$ cat src/rtl/mc_mips_pkg.sv
// Shared opcode/funct encodings, ALU and FSM enums, and decode helpers for the multicycle MIPS core.
package mc_mips_pkg;

    localparam logic [5:0] OP_RTYPE = 6'h00;
    localparam logic [5:0] OP_LW    = 6'h23;
    localparam logic [5:0] OP_SW    = 6'h2B;
    localparam logic [5:0] OP_BEQ   = 6'h04;
    localparam logic [5:0] OP_ADDI  = 6'h08;
    localparam logic [5:0] OP_J     = 6'h02;

    localparam logic [5:0] FN_ADD = 6'h20;
    localparam logic [5:0] FN_SUB = 6'h22;
    localparam logic [5:0] FN_AND = 6'h24;
    localparam logic [5:0] FN_OR  = 6'h25;
    localparam logic [5:0] FN_SLT = 6'h2A;

    typedef enum logic [2:0] {
        ALU_ADD,
        ALU_SUB,
        ALU_AND,
        ALU_OR,
        ALU_SLT
    } alu_op_e;

    typedef enum logic [2:0] {
        ST_FETCH,
        ST_IWAIT,
        ST_DECODE,
        ST_EXEC,
        ST_MEM,
        ST_MWAIT,
        ST_WB,
        ST_TRAP
    } state_e;

    function automatic logic is_legal(input logic [5:0] op, input logic [5:0] fn);
        logic ok;
        ok = 1'b0;
        case (op)
            OP_RTYPE: ok = (fn == FN_ADD) || (fn == FN_SUB) || (fn == FN_AND) ||
                           (fn == FN_OR)  || (fn == FN_SLT);
            OP_LW, OP_SW, OP_BEQ, OP_ADDI, OP_J: ok = 1'b1;
            default: ok = 1'b0;
        endcase
        return ok;
    endfunction

    // Non-R-type instructions only ever need an add (address/immediate) or a subtract (beq).
    function automatic alu_op_e alu_decode(input logic [5:0] op, input logic [5:0] fn);
        alu_op_e res;
        res = ALU_ADD;
        if (op == OP_RTYPE) begin
            case (fn)
                FN_SUB:  res = ALU_SUB;
                FN_AND:  res = ALU_AND;
                FN_OR:   res = ALU_OR;
                FN_SLT:  res = ALU_SLT;
                default: res = ALU_ADD;
            endcase
        end else if (op == OP_BEQ) begin
            res = ALU_SUB;
        end
        return res;
    endfunction

endpackage

$ cat src/rtl/mc_regfile.sv
// NREG x XLEN register file: two asynchronous read ports, one synchronous write port, r0 reads zero.
module mc_regfile #(
    parameter int XLEN = 32,
    parameter int NREG = 32,
    parameter int AW   = (NREG > 1) ? $clog2(NREG) : 1
) (
    input  logic            clk,
    input  logic [AW-1:0]   raddr_a,
    input  logic [AW-1:0]   raddr_b,
    output logic [XLEN-1:0] rdata_a,
    output logic [XLEN-1:0] rdata_b,
    input  logic            we,
    input  logic [AW-1:0]   waddr,
    input  logic [XLEN-1:0] wdata
);

    logic [XLEN-1:0] regs_q [NREG];

    always_ff @(posedge clk) begin
        if (we && (waddr != '0)) begin
            regs_q[waddr] <= wdata;
        end
    end

    assign rdata_a = (raddr_a == '0) ? '0 : regs_q[raddr_a];
    assign rdata_b = (raddr_b == '0) ? '0 : regs_q[raddr_b];

endmodule

$ cat src/rtl/mc_mips_core.sv
// Multicycle MIPS core sharing one req/gnt/rvalid memory port between fetch and data access.
module mc_mips_core
    import mc_mips_pkg::*;
#(
    parameter int              XLEN     = 32,
    parameter logic [XLEN-1:0] RESET_PC = '0,
    parameter int              NREG     = 32
) (
    input  logic            clk,
    input  logic            rst_n,
    output logic            mem_req,
    output logic            mem_we,
    output logic [XLEN-1:0] mem_addr,
    output logic [XLEN-1:0] mem_wdata,
    input  logic            mem_gnt,
    input  logic            mem_rvalid,
    input  logic [XLEN-1:0] mem_rdata,
    output logic            retire,
    output logic [XLEN-1:0] pc_out,
    output logic            trap
);

    localparam int AW         = (NREG > 1) ? $clog2(NREG) : 1;
    localparam int ALIGN_BITS = $clog2(XLEN / 8);

    state_e          state_q, state_d;
    logic [XLEN-1:0] pc_q, pc_d;
    logic [31:0]     ir_q, ir_d;
    logic [XLEN-1:0] a_q, a_d;
    logic [XLEN-1:0] b_q, b_d;
    logic [XLEN-1:0] alu_out_q, alu_out_d;
    logic [XLEN-1:0] mdr_q, mdr_d;

    logic [5:0]      opcode, funct;
    logic [4:0]      rs, rt, rd;
    logic [15:0]     imm;
    logic [25:0]     target;
    logic [XLEN-1:0] simm;
    logic            is_rtype, is_lw, is_sw, is_beq, is_j, legal;

    alu_op_e         alu_op;
    logic [XLEN-1:0] alu_b, alu_result;
    logic            misaligned;

    logic [XLEN-1:0] rf_rdata_a, rf_rdata_b, rf_wdata;
    logic [AW-1:0]   rf_waddr;
    logic            rf_we;
    logic            req_int;

    assign opcode   = ir_q[31:26];
    assign rs       = ir_q[25:21];
    assign rt       = ir_q[20:16];
    assign rd       = ir_q[15:11];
    assign funct    = ir_q[5:0];
    assign imm      = ir_q[15:0];
    assign target   = ir_q[25:0];
    assign simm     = {{(XLEN-16){imm[15]}}, imm};
    assign is_rtype = (opcode == OP_RTYPE);
    assign is_lw    = (opcode == OP_LW);
    assign is_sw    = (opcode == OP_SW);
    assign is_beq   = (opcode == OP_BEQ);
    assign is_j     = (opcode == OP_J);
    assign legal    = is_legal(opcode, funct);
    assign alu_op   = alu_decode(opcode, funct);
    assign alu_b    = is_rtype ? b_q : simm;

    always_comb begin
        alu_result = '0;
        case (alu_op)
            ALU_ADD: alu_result = a_q + alu_b;
            ALU_SUB: alu_result = a_q - alu_b;
            ALU_AND: alu_result = a_q & alu_b;
            ALU_OR:  alu_result = a_q | alu_b;
            ALU_SLT: alu_result = {{(XLEN-1){1'b0}}, ($signed(a_q) < $signed(alu_b))};
            default: alu_result = '0;
        endcase
    end

    assign misaligned = |alu_result[ALIGN_BITS-1:0];

    assign rf_waddr = is_rtype ? AW'(rd) : AW'(rt);
    assign rf_wdata = is_lw ? mdr_q : alu_out_q;

    mc_regfile #(
        .XLEN (XLEN),
        .NREG (NREG),
        .AW   (AW)
    ) u_rf (
        .clk     (clk),
        .raddr_a (AW'(rs)),
        .raddr_b (AW'(rt)),
        .rdata_a (rf_rdata_a),
        .rdata_b (rf_rdata_b),
        .we      (rf_we),
        .waddr   (rf_waddr),
        .wdata   (rf_wdata)
    );

    always_comb begin
        state_d   = state_q;
        pc_d      = pc_q;
        ir_d      = ir_q;
        a_d       = a_q;
        b_d       = b_q;
        alu_out_d = alu_out_q;
        mdr_d     = mdr_q;
        req_int   = 1'b0;
        mem_we    = 1'b0;
        mem_addr  = pc_q;
        retire    = 1'b0;
        rf_we     = 1'b0;
        case (state_q)
            ST_FETCH: begin
                req_int = 1'b1;
                if (mem_gnt) begin
                    state_d = ST_IWAIT;
                end
            end
            ST_IWAIT: begin
                if (mem_rvalid) begin
                    ir_d    = mem_rdata[31:0];
                    pc_d    = pc_q + XLEN'(4);
                    state_d = ST_DECODE;
                end
            end
            ST_DECODE: begin
                a_d = rf_rdata_a;
                b_d = rf_rdata_b;
                if (!legal) begin
                    state_d = ST_TRAP;
                end else if (is_j) begin
                    pc_d    = {pc_q[XLEN-1:28], target, 2'b00};
                    retire  = 1'b1;
                    state_d = ST_FETCH;
                end else begin
                    state_d = ST_EXEC;
                end
            end
            ST_EXEC: begin
                alu_out_d = alu_result;
                if (is_beq) begin
                    if (a_q == b_q) begin
                        pc_d = pc_q + (simm << 2);
                    end
                    retire  = 1'b1;
                    state_d = ST_FETCH;
                end else if (is_lw || is_sw) begin
                    state_d = misaligned ? ST_TRAP : ST_MEM;
                end else begin
                    state_d = ST_WB;
                end
            end
            // Address and write data come from registers, so they hold steady while the grant stalls.
            ST_MEM: begin
                req_int  = 1'b1;
                mem_we   = is_sw;
                mem_addr = alu_out_q;
                if (mem_gnt) begin
                    if (is_sw) begin
                        retire  = 1'b1;
                        state_d = ST_FETCH;
                    end else begin
                        state_d = ST_MWAIT;
                    end
                end
            end
            ST_MWAIT: begin
                if (mem_rvalid) begin
                    mdr_d   = mem_rdata;
                    state_d = ST_WB;
                end
            end
            ST_WB: begin
                rf_we   = 1'b1;
                retire  = 1'b1;
                state_d = ST_FETCH;
            end
            ST_TRAP: begin
                state_d = ST_TRAP;
            end
            default: begin
                state_d = ST_TRAP;
            end
        endcase
    end

    always_ff @(posedge clk or negedge rst_n) begin
        if (!rst_n) begin
            state_q   <= ST_FETCH;
            pc_q      <= RESET_PC;
            ir_q      <= '0;
            a_q       <= '0;
            b_q       <= '0;
            alu_out_q <= '0;
            mdr_q     <= '0;
        end else begin
            state_q   <= state_d;
            pc_q      <= pc_d;
            ir_q      <= ir_d;
            a_q       <= a_d;
            b_q       <= b_d;
            alu_out_q <= alu_out_d;
            mdr_q     <= mdr_d;
        end
    end

    // Reset is in FETCH, so the request is gated to drop the moment reset asserts.
    assign mem_req   = req_int & rst_n;
    assign mem_wdata = b_q;
    assign trap      = (state_q == ST_TRAP);
    assign pc_out    = ((state_q == ST_FETCH) || (state_q == ST_IWAIT)) ? pc_q : (pc_q - XLEN'(4));

endmodule

$ cat config.mk
export PLATFORM = sky130hd
export DESIGN_NAME = mc_mips_core
export DESIGN_NICKNAME = d
export VERILOG_FILES = /design/src/rtl/mc_mips_pkg.sv /design/src/rtl/mc_regfile.sv /design/src/rtl/mc_mips_core.sv
export SDC_FILE = /design/constraint.sdc
export NUM_CORES = 2
export LEC_CHECK = 0
export CAP_MARGIN = 25
export CORE_UTILIZATION = 55
export CTS_CLUSTER_SIZE = 14
export DETAILED_ROUTE_END_ITERATION = 8
export PLACE_DENSITY = 0.69
export SLEW_MARGIN = 10
export SYNTH_ARGS = -nofsm -noshare
export SYNTH_HDL_FRONTEND = slang
export SYNTH_SLANG_ARGS = --single-unit
$ cat constraint.sdc
create_clock -name clk -period 10.26 [get_ports clk]
set_clock_uncertainty 0.2 [all_clocks]
set_input_delay 1.026 -clock clk [delete_from_list [all_inputs] [get_ports clk]]
set_output_delay 1.026 -clock clk [all_outputs]
set_load 0.05 [all_outputs]
Fig. 1: signal wires on met3
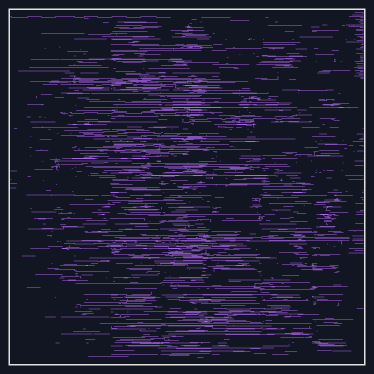
The wires run mostly horizontal. The layer holds 11% of the routed length.

Fig. 2: placed standard cells
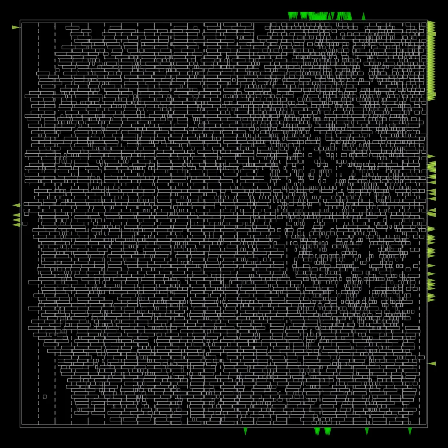
CORE AREA: 113000 µm²
row count: 123
flop count: 1217
Tapcells: 1500

Fig. 3: I/O nets highlighted
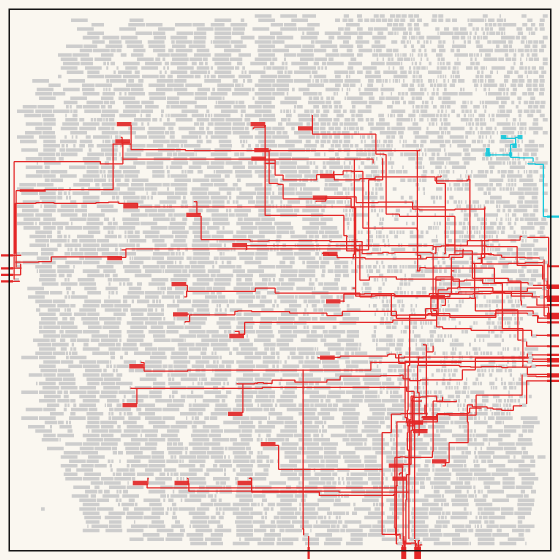
Key: mem_rvalid = cyan [direction input, edge right, end cells 6, wire 107 µm]; mem_wdata = red [direction output, edge 20 right, 8 bottom, 4 left, end cells 32, wire 7890 µm]
I/O Buffers: 133
Boundary Pins: 136

Fig. 4: wire density map
The die is cut into 34 by 34 equal tiles; black is low, pale yellow is high, scaled to the fullest tile. Values are wire area over tile area, all layers added.
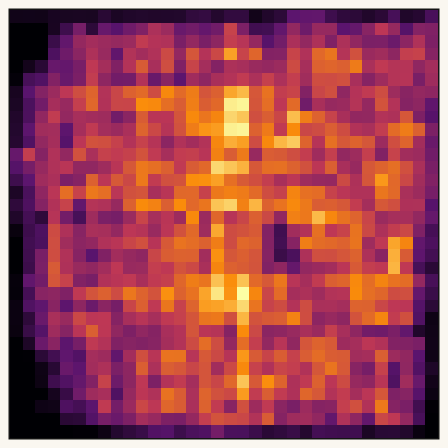
41% of the tiles are over half the peak. The emptiest ninth of the die: lower left. The densest ninth of the die: center. 3.6% of the tiles are nearly empty.

==> flow_metrics.py <==
# Generated from Yosys and OpenROAD reports
metrics = {
    "critical_path": {
        "setup.worst_path.end_class": "primary output",
        "r2r_end": "alu_out_q[31]",
        "crit_start": "state_q[1]",
        "r2r_cells": 19,
        "r2r_setup_slack_ps": 4480,
        "cp.required_ps": 9030,
        "r2r-start": "ir_q[29]",
        "critPathKind": "reg -> out",
    },
    "sta": {
        "finalCritPeriodShare_pct": 59.2,
        "tns_ps": 0,
        "min_period_ps": 6070,
        "finalHoldViolations": 0,
        "setup_viol": 0,
        "fmax_ghz": 0.165,
    },
    "logic_synthesis": {
        "mux_area_share_pct": 22.5,
        "seq_area_frac_synth_pct": 56.7,
        "synth_flops": 1217,
        "syn-instance-count": 4303,
        "edf_count": 1024,
        "ys_cells": 4303,
        "area_leaders": "edfxtp_1 49%, mux4_2 15%, dfrtp_1 7.7%",
        "synth_area_um2": 62700,
        "synthAoiAreaFrac_pct": 8.89,
        "largest_area_cell": "edfxtp_1",
        "synth_area_per_cell_um2": 14.6,
        "xor_share_pct": 1.31,
        "synthAdderAreaFrac_pct": 2.61,
        "yosys-stat-area_um2": 62700,
        "most_common_cell": "edfxtp_1",
        "postSynth.asyncResetShare_pct": 15.9,
        "topCombFamilyByArea": "multiplexers",
        "common_cells": "1024 x edfxtp_1, 419 x mux4_2, 255 x a21oi_1",
        "synth-simple-area-share_pct": 5.35,
    },
    "place": {
        "place_area_um2": 66100,
        "place_congestion": 0.971,
        "dpl.cell_count": 5761,
        "post-dp-hpwl_mm": 121,
    },
    "finish": {
        "largestClassByArea": "sequential cells",
        "nFillCells": 8285,
        "buf_share_pct": 3.09,
        "seq_share_pct": 50.5,
        "area_delta_synth_final_pct": 12.5,
        "drive_gt1_share_pct": 22.8,
        "final_util_pct": 62.5,
        "logic_area_um2": 26000,
        "layout_top_cells": "1024 x edfxtp_1, 419 x mux4_2, 255 x a21oi_1",
        "final_cells": 6008,
        "fin_area_um2": 70500,
    },
    "detailed_routing": {
        "routed_wl_mm": 207,
        "remaining_drc_errors": 0,
        "ant_nets": 0,
        "num_vias": 42480,
        "drtPass1Iterations": 7,
        "wl_met2_mm": 94.3,
        "via_per_inst": 7.07,
    },
    "power_and_ir_drop": {
        "p_sw_share_pct": 42.8,
        "p_clk_mw": 4.87,
        "power_density_nw_per_um2": 339,
        "p_leak_nw": 24.4,
        "intPower_mw": 13.7,
        "powerComb_mw": 11.5,
        "clkPwrFrac_pct": 20.4,
        "switching_power_mw": 10.2,
        "vdd_drop_max_v": 0.000273,
    },
    "clocking": {
        "cts.sinks": 1217,
        "htreeDepth": 4,
        "clkLatencyLatePin_ps": 770,
        "clkTransAtPathRegs_ps": 60,
        "cts_resized": 0,
        "cts_hold_buf": 0,
        "numCtsBuffers": 133,
    },
    "global_route": {
        "globalRouteOverflowTotal": 0,
        "track_usage_pct": 35.8,
        "grt_max_degree": 111,
        "antenna_found_initial": 8,
        "grt_pass1_vias": 41564,
    },
    "flow_run": {
        "warnings": 94,
    },
    "floorplanning": {
        "die_h_um": 340,
        "dieWidth_um": 340,
    },
    "worst_hold_path": {
        "hold_path_class": "in -> async",
    },
    "outcome": {
        "status": "finished, final reports clean",
    },
}
[per-layer routing]
layer	up-vias	track usage (%)
met3	532	7.81
met2	2803	54.8
li1	17366	-
met1	21775	49.2
met4	4	16.6
met5	-	0
[cells by family after synthesis]
kind of cell | after synthesis
flops | 1217
compound gates | 877
mux | 861
simple gates | 710
buf+inv | 414
fa+ha+maj | 129
xor+xnor | 94
other cells | 1
[worst max-delay path: stages (launching register included)]
cell and delay (ps):
dfrtp_1 740, nor2_1 200, or4_1 510, nor4_1 320
nand2_1 280, or4_1 540, or2_2 330, nor3_1 180
xor2_1 160, clkdlybuf4s50_1 810
[state kept, by name (all words and copies together), names as in the netlist]
register	cells
a_q	32
alu_out_q	32
ir_q	32
mdr_q	32
mem_wdata	32
pc_q	30
state_q	3
u_rf.regs_q	1024
